$ cat src/rtl/z80_int_daisy_pkg.sv
// Shared Z80 bus definitions for the PIO interrupt daisy-chain slice:
// opcode bytes snooped on the data bus, the controller state encoding,
// and small helpers that decode Z80 bus cycle types from the strobes.
package z80_bus_pkg;

    // Opcode bytes of the ED-prefixed return instructions
    localparam logic [7:0] OP_ED   = 8'hED;
    localparam logic [7:0] OP_RETI = 8'h4D;
    localparam logic [7:0] OP_RETN = 8'h45;

    // Daisy-chain controller states
    typedef enum logic [1:0] {
        ST_IDLE = 2'd0,
        ST_REQ  = 2'd1,
        ST_ACK  = 2'd2,
        ST_SERV = 2'd3
    } daisy_state_t;

    // Interrupt acknowledge cycle: M1 and IORQ low together
    function automatic logic is_inta(input logic m1_n, input logic iorq_n);
        return ~m1_n & ~iorq_n;
    endfunction

    // Opcode fetch cycle: M1 and RD low, IORQ high
    function automatic logic is_fetch(input logic m1_n, input logic rd_n,
                                      input logic iorq_n);
        return ~m1_n & ~rd_n & iorq_n;
    endfunction

endpackage

$ cat src/rtl/z80_reti_detect.sv
// RETI snooper: watches opcode fetches on the CPU data bus and flags the
// two-byte ED 4D sequence. Every fetch is counted once, however many
// clock-enabled cycles M1 stays low, so long fetches are not re-decoded.
module z80_reti_detect
    import z80_bus_pkg::*;
#(
    parameter logic [7:0] PREFIX  = OP_ED,
    parameter logic [7:0] RETI_OP = OP_RETI
) (
    input  logic       i_clk,
    input  logic       i_rst,
    input  logic       i_ena,
    input  logic       i_m1_n,
    input  logic       i_rd_n,
    input  logic       i_iorq_n,
    input  logic [7:0] i_di,
    output logic       o_ed_seen,
    output logic       o_reti_pulse
);

    logic r_ed_seen;
    logic r_fetch_done;
    logic w_new_fetch;

    // A fetch is new only if it has not already been counted in this M1
    always_comb begin
        w_new_fetch = is_fetch(i_m1_n, i_rd_n, i_iorq_n) & ~r_fetch_done;
    end

    // Track the prefix byte and whether the current M1 was already counted
    always_ff @(posedge i_clk or posedge i_rst) begin
        if (i_rst) begin
            r_ed_seen    <= 1'b0;
            r_fetch_done <= 1'b0;
        end else if (i_ena) begin
            if (i_m1_n) begin
                r_fetch_done <= 1'b0;
            end else if (w_new_fetch) begin
                r_fetch_done <= 1'b1;
            end
            if (w_new_fetch) begin
                r_ed_seen <= (i_di == PREFIX);
            end
        end
    end

    assign o_ed_seen    = r_ed_seen;
    assign o_reti_pulse = i_ena & w_new_fetch & r_ed_seen & (i_di == RETI_OP);

endmodule

$ cat src/rtl/z80_int_daisy.sv
// Z80 mode-2 interrupt daisy-chain controller for the PIO port block.
// Turns the port's masked interrupt condition into INT_n, arbitrates with
// the IEI/IEO chain, puts the port vector on the bus during INTA, and
// leaves in-service when the CPU executes RETI for this device.
module z80_int_daisy
    import z80_bus_pkg::*;
#(
    parameter bit         EDGE    = 1'b1,
    parameter logic [7:0] PREFIX  = OP_ED,
    parameter logic [7:0] RETI_OP = OP_RETI
) (
    input  logic       i_clk,
    input  logic       i_rst,
    input  logic       i_ena,
    input  logic       i_m1_n,
    input  logic       i_iorq_n,
    input  logic       i_rd_n,
    input  logic [7:0] i_di,
    input  logic       i_iei,
    input  logic       i_inti,
    input  logic       i_inten,
    input  logic [7:0] i_vect,
    output logic       o_int_n,
    output logic       o_ieo,
    output logic       o_vecten,
    output logic [7:0] o_do
);

    daisy_state_t r_state;
    daisy_state_t w_state_next;
    logic         r_ip;
    logic         w_ip_next;
    logic         r_ius;
    logic         w_ius_next;
    logic         r_inti_hist;
    logic         r_int_n;
    logic         w_int_n_next;
    logic         w_inti_rise;
    logic         w_serv_entry;
    logic         w_ed_seen;
    logic         w_reti;

    z80_reti_detect #(
        .PREFIX  (PREFIX),
        .RETI_OP (RETI_OP)
    ) u_reti_detect (
        .i_clk        (i_clk),
        .i_rst        (i_rst),
        .i_ena        (i_ena),
        .i_m1_n       (i_m1_n),
        .i_rd_n       (i_rd_n),
        .i_iorq_n     (i_iorq_n),
        .i_di         (i_di),
        .o_ed_seen    (w_ed_seen),
        .o_reti_pulse (w_reti)
    );

    // Next pending flag: mask off wins, a new event beats the clear on SERV entry
    always_comb begin
        w_inti_rise  = i_inti & ~r_inti_hist;
        w_serv_entry = (r_state == ST_ACK) & i_iorq_n;
        if (!i_inten) begin
            w_ip_next = 1'b0;
        end else if (EDGE) begin
            if (w_inti_rise) begin
                w_ip_next = 1'b1;
            end else if (w_serv_entry) begin
                w_ip_next = 1'b0;
            end else begin
                w_ip_next = r_ip;
            end
        end else begin
            w_ip_next = i_inti & ~w_serv_entry;
        end
    end

    // Next state, in-service flag and registered INT_n value
    always_comb begin
        w_state_next = r_state;
        w_ius_next   = r_ius;
        case (r_state)
            ST_IDLE: begin
                if (w_ip_next) begin
                    w_state_next = ST_REQ;
                end
            end
            ST_REQ: begin
                if (is_inta(i_m1_n, i_iorq_n) && i_iei) begin
                    w_state_next = ST_ACK;
                end else if (!w_ip_next) begin
                    w_state_next = ST_IDLE;
                end
            end
            ST_ACK: begin
                if (i_iorq_n) begin
                    w_state_next = ST_SERV;
                    w_ius_next   = 1'b1;
                end
            end
            ST_SERV: begin
                if (w_reti && i_iei) begin
                    w_ius_next   = 1'b0;
                    w_state_next = w_ip_next ? ST_REQ : ST_IDLE;
                end
            end
            default: begin
                w_state_next = ST_IDLE;
            end
        endcase
        w_int_n_next = ~((w_state_next == ST_REQ) & i_iei);
    end

    // Controller registers, advanced only on CPU clock-enable cycles
    always_ff @(posedge i_clk or posedge i_rst) begin
        if (i_rst) begin
            r_state     <= ST_IDLE;
            r_ip        <= 1'b0;
            r_ius       <= 1'b0;
            r_inti_hist <= 1'b0;
            r_int_n     <= 1'b1;
        end else if (i_ena) begin
            r_state     <= w_state_next;
            r_ip        <= w_ip_next;
            r_ius       <= w_ius_next;
            r_inti_hist <= i_inti;
            r_int_n     <= w_int_n_next;
        end
    end

    // Hold lower devices off while pending or in service, but let the chain
    // open between ED and 4D so a lower device can see its own RETI
    always_comb begin
        o_ieo = i_iei & ~r_ius & ~(r_ip & ~w_ed_seen) & (r_state != ST_ACK);
    end

    // Vector drive only while this device owns the acknowledge cycle
    always_comb begin
        o_vecten = (r_state == ST_ACK);
        o_do     = o_vecten ? i_vect : 8'h00;
    end

    assign o_int_n = r_int_n;

endmodule

$ cat config.mk
export PLATFORM = sky130hd
export DESIGN_NAME = z80_int_daisy
export DESIGN_NICKNAME = d
export VERILOG_FILES = /design/src/rtl/z80_int_daisy_pkg.sv /design/src/rtl/z80_reti_detect.sv /design/src/rtl/z80_int_daisy.sv
export SDC_FILE = /design/constraint.sdc
export NUM_CORES = 1
export LEC_CHECK = 0
export ABC_AREA = 1
export CAP_MARGIN = 30
export CORE_ASPECT_RATIO = 1.2
export CORE_MARGIN = 5
export CORE_UTILIZATION = 25
export CTS_BUF_LIST = sky130_fd_sc_hd__clkbuf_16
export CTS_CLUSTER_SIZE = 16
export DETAILED_ROUTE_END_ITERATION = 6
export PLACE_DENSITY = 0.57
export SKIP_CTS_REPAIR_TIMING = 1
export SYNTH_ARGS = -nofsm -noshare
export SYNTH_HDL_FRONTEND = slang
export SYNTH_HIERARCHICAL = 1
export SYNTH_SLANG_ARGS = --single-unit
export TNS_END_PERCENT = 100
$ cat constraint.sdc
create_clock -name i_clk -period 1.3 [get_ports i_clk]
set_input_delay 0.195 -clock i_clk [delete_from_list [all_inputs] [get_ports i_clk]]
set_output_delay 0.195 -clock i_clk [all_outputs]
set_load 0.03 [all_outputs]
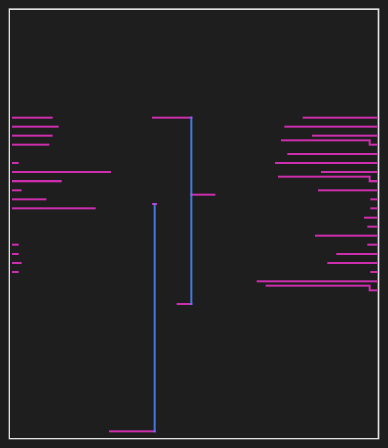
**Above:** routed metal, one colour a layer.
Two of the layers only.
legend:
  magenta:
    layer: metal 3
    wire_length: 256 um
  blue:
    layer: metal 4
    wire_length: 61.9 um

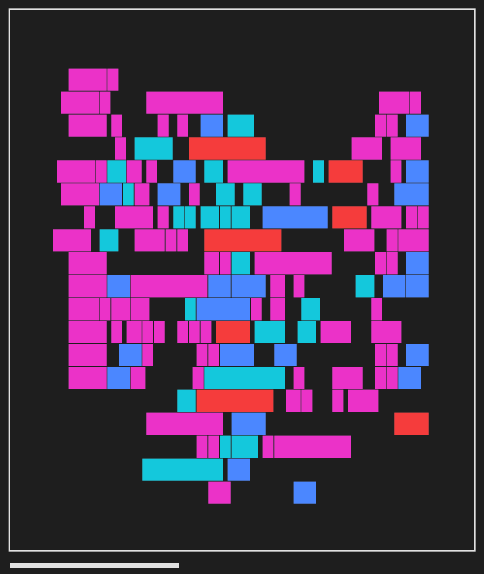
**Above:** drive-strength map.
Bar = 20 um.
legend:
  cyan:
    size: _2 cells
    cells: 25
    share: 17%
    most_used: nand2_2
  red:
    size: _6 and larger
    cells: 7
    share: 4.8%
    most_used: buf_6
  blue:
    size: _3 and _4 cells
    cells: 24
    share: 16%
    most_used: buf_4
  magenta:
    size: _0 and _1 cells
    cells: 90
    share: 62%
    most_used: inv_1

==> run summary <==
Implementation progress

The buffer_ports step reported a buffer count of 35. STA classifies the critical path startpoint as a flop. The checks that failed: setup timing.

The final critical-path setup slack stands at -0.0503 ns. Setup violations remaining at the end of the flow were counted as 2. The stat command in Yosys gives a chip area of 608 um2. The required time at the worst endpoint is listed as 1.11 ns.

In the global route stage, met1 resource usage came out at 0.102. Setup repair after global routing could not meet its margin everywhere. Across all stage logs, warnings added up to 28. The DRC violation count after routing stands at 0. Across the routed clock network, the largest skew measured is 0.00725 ns. STA classifies the critical path endpoint as an output pin. TritonCTS built the clock tree.

The critical path in this run is classified as flop to output pin. The kind of cell with the highest combined delay along the critical path is flip-flops. The maximum clock rate stands at 741 MHz.

The number of non-clock buffers stands at 46. The flow ran to the end, but the final reports show violations. Per the GRT congestion report, total overflow comes to 0. For this run the top cell type by instance count after synthesis was sky130_fd_sc_hd__inv_1.

The cell count after placement stands at 168. In this run the vertical extent of the chip is 64.0 um. The routed design shows a via density per instance of 4.30. Signal routing reaches up to met4.

The maximum count of clock buffers along a single path stands at 2. Clock tree synthesis found a total of 8 sinks. In the log, the iteration count for the first detailed-route pass is 4.

The met2 routing resource usage after global routing stands at 0.203. The number of tap cells added at floorplan stands at 31. The initial core utilization stands at 0.264. The filler cell count in the final layout stands at 227.
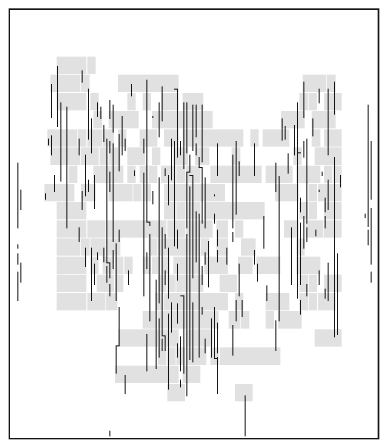
**Above:** the metal 2 layer.
longest straight run: 29.2 um
main direction: vertical
share of all routed wire: 49%

[metrics by stage]
stage	TNS, ns	utilization	setup slack, ns
after floorplan	-0.0274	-	-0.0274
after global placement	-1.09	0.444	-0.264
after detailed placement	-1.28	0.444	-0.312
after CTS	-0.651	0.478	-0.182
after global routing	-0.392	0.536	-0.111
final	-0.0509	0.536	-0.0503
[layout by cell type, fill, tap and decap left out, drive strengths merged, types with 2 or more instances in the layout]
cell,n
nor2,18
buf,22
a21oi,2
dfrtp,7
inv,26
clkbuf,3
dlymetal6s2s,12
clkdlybuf4s50,12
nand3,6
o21ai,4
or2,2
nand2,27
[report_power, final]
part	leakage [nW]	switching [mW]	total [mW]	internal [mW]
Sequential	0.0964	0.0414	0.337	0.296
Clock	0.0423	0.135	0.537	0.402
Combinational	0.599	0.411	0.717	0.306
Total	0.738	0.587	1.59	1.00
[cells by family (layout without fill, tap and decap cells)]
logic type,count (synthesis),count (layout),share of synthesized area
simple gates,55,56,0.424
flops,8,8,0.331
compound gates,7,7,0.0679
buf+inv,26,75,0.177
[flip-flops by register name (all words and copies together), names as in the netlist]
register	flops
r_state	2
o_int_n	1
r_inti_hist	1
r_ip	1
r_ius	1
u_reti_detect/o_ed_seen	1
u_reti_detect/r_fetch_done	1
[how the worst max path moves through the flow]
stage / start / end / slack, ns
2_1_floorplan: r_state[1]$_DFFE_PP0P_ / o_ieo / -0.03
3_3_place_gp: i_di[5] / r_state[1]$_DFFE_PP0P_ / -0.26
3_5_place_dp: i_di[5] / r_state[1]$_DFFE_PP0P_ / -0.31
4_1_cts: r_state[1]$_DFFE_PP0P_ / o_ieo / -0.18
5_1_grt: r_state[1]$_DFFE_PP0P_ / o_ieo / -0.11
6_report: r_state[1]$_DFFE_PP0P_ / o_ieo / -0.05
Power figures rest on the tool's default switching activity, not on a simulated workload.
